$ cat src/rtl/mips_fetch_controller.sv
// Instruction fetch sequencer: owns the PC, drives imem word address, queues fetched words for decode.
// Latency: word at pc pushed at end of cycle N is presented on inst/inst_pc in cycle N+1; redirect costs one bubble.
// Backpressure: inst_valid/inst_ready handshake; a full queue with no pop stalls the PC. Optional halt: MIPS_FETCH_HALT_EN.
module mips_fetch_controller #(
    parameter logic [31:0] PC_RESET  = 32'd0,
    parameter int unsigned MEM_WORDS = 16,
    parameter int unsigned DEPTH     = 2
`ifdef MIPS_FETCH_HALT_EN
    ,
    parameter logic [15:0] HALT_OPCODE = 16'hFFFF
`endif
) (
    input  logic        clock,
    input  logic        reset,
    output logic [31:0] imem_addr,
    input  logic [15:0] imem_instruction,
    output logic        inst_valid,
    output logic [15:0] inst,
    output logic [31:0] inst_pc,
    input  logic        inst_ready,
    input  logic        redirect_valid,
    input  logic [31:0] redirect_target,
    output logic        halted
);

    localparam int unsigned PW      = $clog2(DEPTH);
    localparam int unsigned CW      = PW + 1;
    localparam logic [CW-1:0] DEPTH_C = CW'(DEPTH);
    localparam logic [31:0] PC_LAST = 32'(MEM_WORDS - 1);

    typedef struct packed {
        logic [31:0] pc;
        logic [15:0] word;
    } fetch_entry_t;

`ifdef MIPS_FETCH_HALT_EN
    typedef enum logic {ST_FETCH = 1'b0, ST_HALT = 1'b1} state_t;
`else
    typedef enum logic {ST_FETCH = 1'b0} state_t;
`endif

    state_t         state_q;
    state_t         state_d;
    logic [31:0]    pc_q;
    logic [31:0]    pc_d;
    fetch_entry_t   q_mem [DEPTH];
    logic [PW-1:0]  rd_ptr;
    logic [PW-1:0]  wr_ptr;
    logic [CW-1:0]  count;
    logic           pop;
    logic           push;
    fetch_entry_t   head;

    assign imem_addr  = pc_q;
    assign inst_valid = (count != '0);
    assign head       = q_mem[rd_ptr];
    assign inst       = inst_valid ? head.word : 16'h0000;
    assign inst_pc    = inst_valid ? head.pc   : 32'h0000_0000;

`ifdef MIPS_FETCH_HALT_EN
    assign halted = (state_q == ST_HALT);
`else
    assign halted = 1'b0;
`endif

    // State register; reset always wins over redirect.
    always_ff @(posedge clock) begin
        if (reset) begin
            state_q <= ST_FETCH;
        end else begin
            state_q <= state_d;
        end
    end

    // Next state plus the push/pop decisions and next PC; redirect overrides everything.
    always_comb begin
        state_d = state_q;
        pop     = inst_valid & inst_ready;
        push    = 1'b0;
        pc_d    = pc_q;
        if (redirect_valid) begin
            state_d = ST_FETCH;
            pc_d    = redirect_target;
        end else if (state_q == ST_FETCH && ((count != DEPTH_C) || pop)) begin
            push = 1'b1;
            pc_d = (pc_q == PC_LAST) ? 32'h0000_0000 : pc_q + 32'd1;
`ifdef MIPS_FETCH_HALT_EN
            // The halt word itself is still queued; only later fetches stop.
            if (imem_instruction == HALT_OPCODE) begin
                state_d = ST_HALT;
            end
`endif
        end
    end

    // Program counter.
    always_ff @(posedge clock) begin
        if (reset) begin
            pc_q <= PC_RESET;
        end else begin
            pc_q <= pc_d;
        end
    end

    // Queue pointers and occupancy; a redirect drops everything, including a same-cycle pop.
    always_ff @(posedge clock) begin
        if (reset || redirect_valid) begin
            rd_ptr <= '0;
            wr_ptr <= '0;
            count  <= '0;
        end else begin
            if (push) begin
                wr_ptr <= wr_ptr + PW'(1);
            end
            if (pop) begin
                rd_ptr <= rd_ptr + PW'(1);
            end
            case ({push, pop})
                2'b10:   count <= count + CW'(1);
                2'b01:   count <= count - CW'(1);
                default: count <= count;
            endcase
        end
    end

    // Queue storage; contents are don't-care while their slot is not counted.
    always_ff @(posedge clock) begin
        if (push) begin
            q_mem[wr_ptr] <= '{pc: pc_q, word: imem_instruction};
        end
    end

endmodule

$ cat config.mk
export PLATFORM = sky130hd
export DESIGN_NAME = mips_fetch_controller
export DESIGN_NICKNAME = d
export VERILOG_FILES = /design/src/rtl/mips_fetch_controller.sv
export SDC_FILE = /design/constraint.sdc
export NUM_CORES = 1
export LEC_CHECK = 0
export ABC_AREA = 1
export CAP_MARGIN = 20
export CORE_MARGIN = 2
export CORE_UTILIZATION = 40
export DETAILED_ROUTE_END_ITERATION = 6
export PLACE_DENSITY = 0.63
export SETUP_SLACK_MARGIN = 0.05
export SLEW_MARGIN = 30
export SYNTH_ARGS = -nofsm -noshare
export SYNTH_HDL_FRONTEND = slang
export SYNTH_SLANG_ARGS = --single-unit
$ cat constraint.sdc
create_clock -name clock -period 9.6 [get_ports clock]
set_input_delay 1.92 -clock clock [delete_from_list [all_inputs] [get_ports clock]]
set_output_delay 1.92 -clock clock [all_outputs]
set_load 0.05 [all_outputs]
Fig. 1: met3 routing
(3 px per micron) Cells faint in the background.
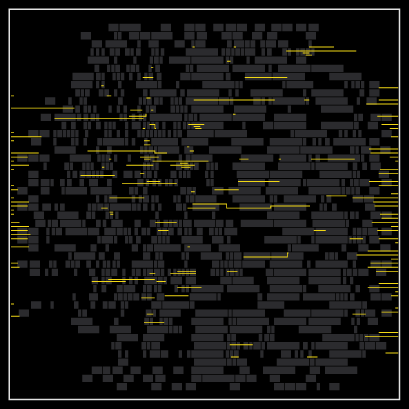
nets with wire on the layer = 117
longest straight run = 29.4 microns
wire length on this layer = 851 microns
main direction = horizontal
share of all routed wire = 5.2%
vias: 5475
GRT met3 Usage: 0.0396
final wirelength: 16.4 mm

Fig. 2: clock wires, drivers and flops
(4 px per micron)
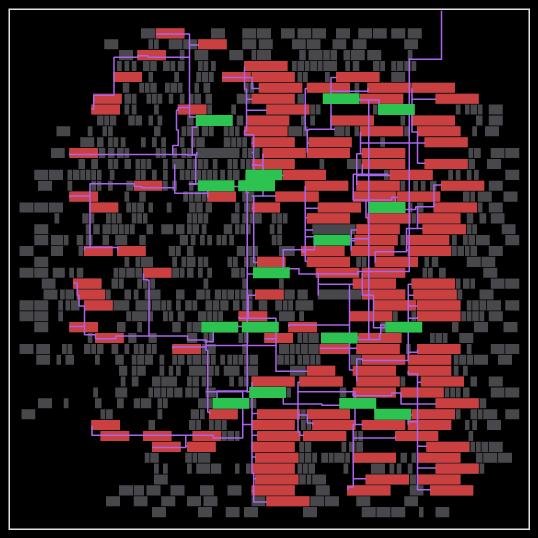
green -> cells driving clock nets  # count 17
purple -> clock wires  # length 1520 microns
red -> flip-flops  # count 133
routed clock nets = 18

Fig. 3: the clock network
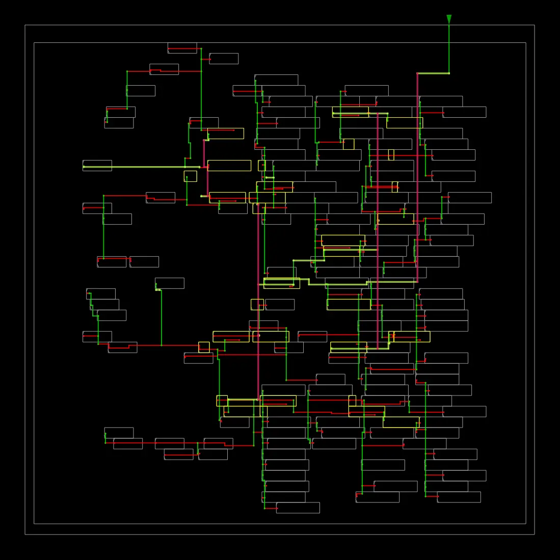
cts bufs inserted: 17
CTS sink count: 133
worst-skew pair later-pin latency: 0.41 ns

==> flow_metrics.env <==
# source this file to load flow results
export IMPL_status="completed"
export IMPL_syn_to_final_growth_pct=33.4
export IMPL_worst_path_buf_inv=3
export IMPL_edf_count=96
export IMPL_ff_type="edfxtp_1"
export IMPL_row_count=45
export IMPL_hp_class="flop to flop"
export IMPL_relSlewSlack=0.407
export IMPL_fin_total_pwr_mw=1.51
export IMPL_io_pin_count=134
export IMPL_critPathLaunchType="flop"
export IMPL_gp_congestion=0.905
export IMPL_openroad_warnings=26
export IMPL_end_kind="output port"
export IMPL_hold_buffers=0
export IMPL_synthTopCellsByCount="nand2_1, edfxtp_1, a21oi_1"
export IMPL_core_area_sq_mm=0.0153
export IMPL_crit_family="buffers and inverters"
export IMPL_clk_pin_slew_ns=0.06
export IMPL_cpPeakStageDelay_ns=0.89
export IMPL_cts_setup_buffers=0
export IMPL_fmax_mhz=205
export IMPL_grt_pass1_vias=5251
export IMPL_yosys_warnings=0
export IMPL_fillers=1358
export IMPL_n_antenna_cell=0
export IMPL_cts_tree="yes"
export IMPL_finalCritPeriodShare=0.509
export IMPL_netlist_instances=737
export IMPL_place_detailed_hpwl_mm=11.3
export IMPL_chipArea_sq_mm=0.0168
export IMPL_maxSlewViolCount=0
export IMPL_skew_ns=0.0115
export IMPL_synth_area_top_cells="edfxtp_1, nand2_1, dfxtp_1, a21oi_1, inv_1"
export IMPL_antenna_found_initial=0
cell families after synthesis:
group           after synthesis  share of synthesized area
fa+ha+maj                     2                    0.00396
xor+xnor                      4                    0.00555
buf+inv                     102                     0.0644
simple gates                383                      0.259
compound gates              112                     0.0926
flops                       133                      0.574
other cells                   1                   0.000594
sequential cells by signal, summed over array words and instances, names as in the netlist, named ones only:
register and cells:
count 2, imem_addr 32, q_mem 96, rd_ptr 1, wr_ptr 1
metal layers:
| layer | vias to the layer above | share of wire |
|---|---|---|
| met4 | 0 | 0.022 |
| li1 | 2695 | - |
| met1 | 2542 | 0.46 |
| met5 | - | 0 |
| met2 | 210 | 0.47 |
| met3 | 28 | 0.052 |
power by group:
group | internal (mW) | switching (mW) | leakage [nW] | total [mW]
logic | 0.0690 | 0.122 | 1.56 | 0.191
registers | 0.646 | 0.0288 | 1.22 | 0.675
clock network | 0.407 | 0.236 | 0.281 | 0.643
total | 1.12 | 0.387 | 3.07 | 1.51
placed cells by master, fill, tap and decap left out, types with 2 or more instances in the layout:
cell type | synthesis | routed
a21oi_1 | 80 | 80
a22o_1 | 4 | 4
a31oi_1 | 5 | 5
buf_4 | 2 | 6
bufinv_16 | 0 | 3
clkbuf_1 | 16 | 2
clkbuf_16 | 0 | 17
clkdlybuf4s50_1 | 0 | 132
clkinv_2 | 0 | 3
clkinv_4 | 0 | 2
clkinvlp_4 | 0 | 3
dfxtp_1 | 37 | 36
edfxtp_1 | 96 | 96
ha_1 | 2 | 2
inv_1 | 70 | 70
inv_2 | 2 | 2
nand2_1 | 235 | 235
nand2_2 | 8 | 8
nand3_1 | 36 | 36
nand3_2 | 2 | 2
nand4_1 | 15 | 15
nor2_1 | 67 | 64
nor2_2 | 6 | 6
nor2_4 | 5 | 8
nor3_1 | 3 | 3
nor3b_1 | 2 | 2
o21ai_0 | 22 | 22
xor2_1 | 3 | 3
worst paths after layout:
| check | from | endpoint | slack (ns) | cells past startpoint |
|---|---|---|---|---|
| max | flop | inst_pc[24] | 4.72 | 5 |
| min | wr_ptr | wr_ptr | 0.52 | 2 |
| max reg2reg | count[1] | imem_addr[4] | 7.37 | 8 |
| min reg2reg | wr_ptr | wr_ptr | 0.52 | 2 |
cell type report:
type                    count  area (sq um)  share of cell area
repair buffers            138          1370               0.162
well taps                 211           264              0.0314
clock inverters            13           158              0.0187
flip-flops and latches    133          3620               0.431
clock buffers              19           433              0.0514
inverters                  72           270              0.0321
multi-input cells         502          2300               0.274
stage by stage:
step | area [sq um] | worst slack [ns] | hold WS [ns]
2_1_floorplan | 6310 | 4.79 | 0.459
3_3_place_gp | 7830 | 5.17 | 0.502
3_5_place_dp | 7830 | 5.12 | 0.516
4_1_cts | 8420 | 4.69 | 0.524
5_1_grt | 8420 | 4.54 | 0.576
6_report | 8420 | 4.72 | 0.521
tightest hold or removal path, stage by stage, from the launching register on:
cell and delay (ns):
dfxtp_1 0.34, nand2_1 0.07, a21oi_1 0.06
Power and IR drop assume default switching activity.
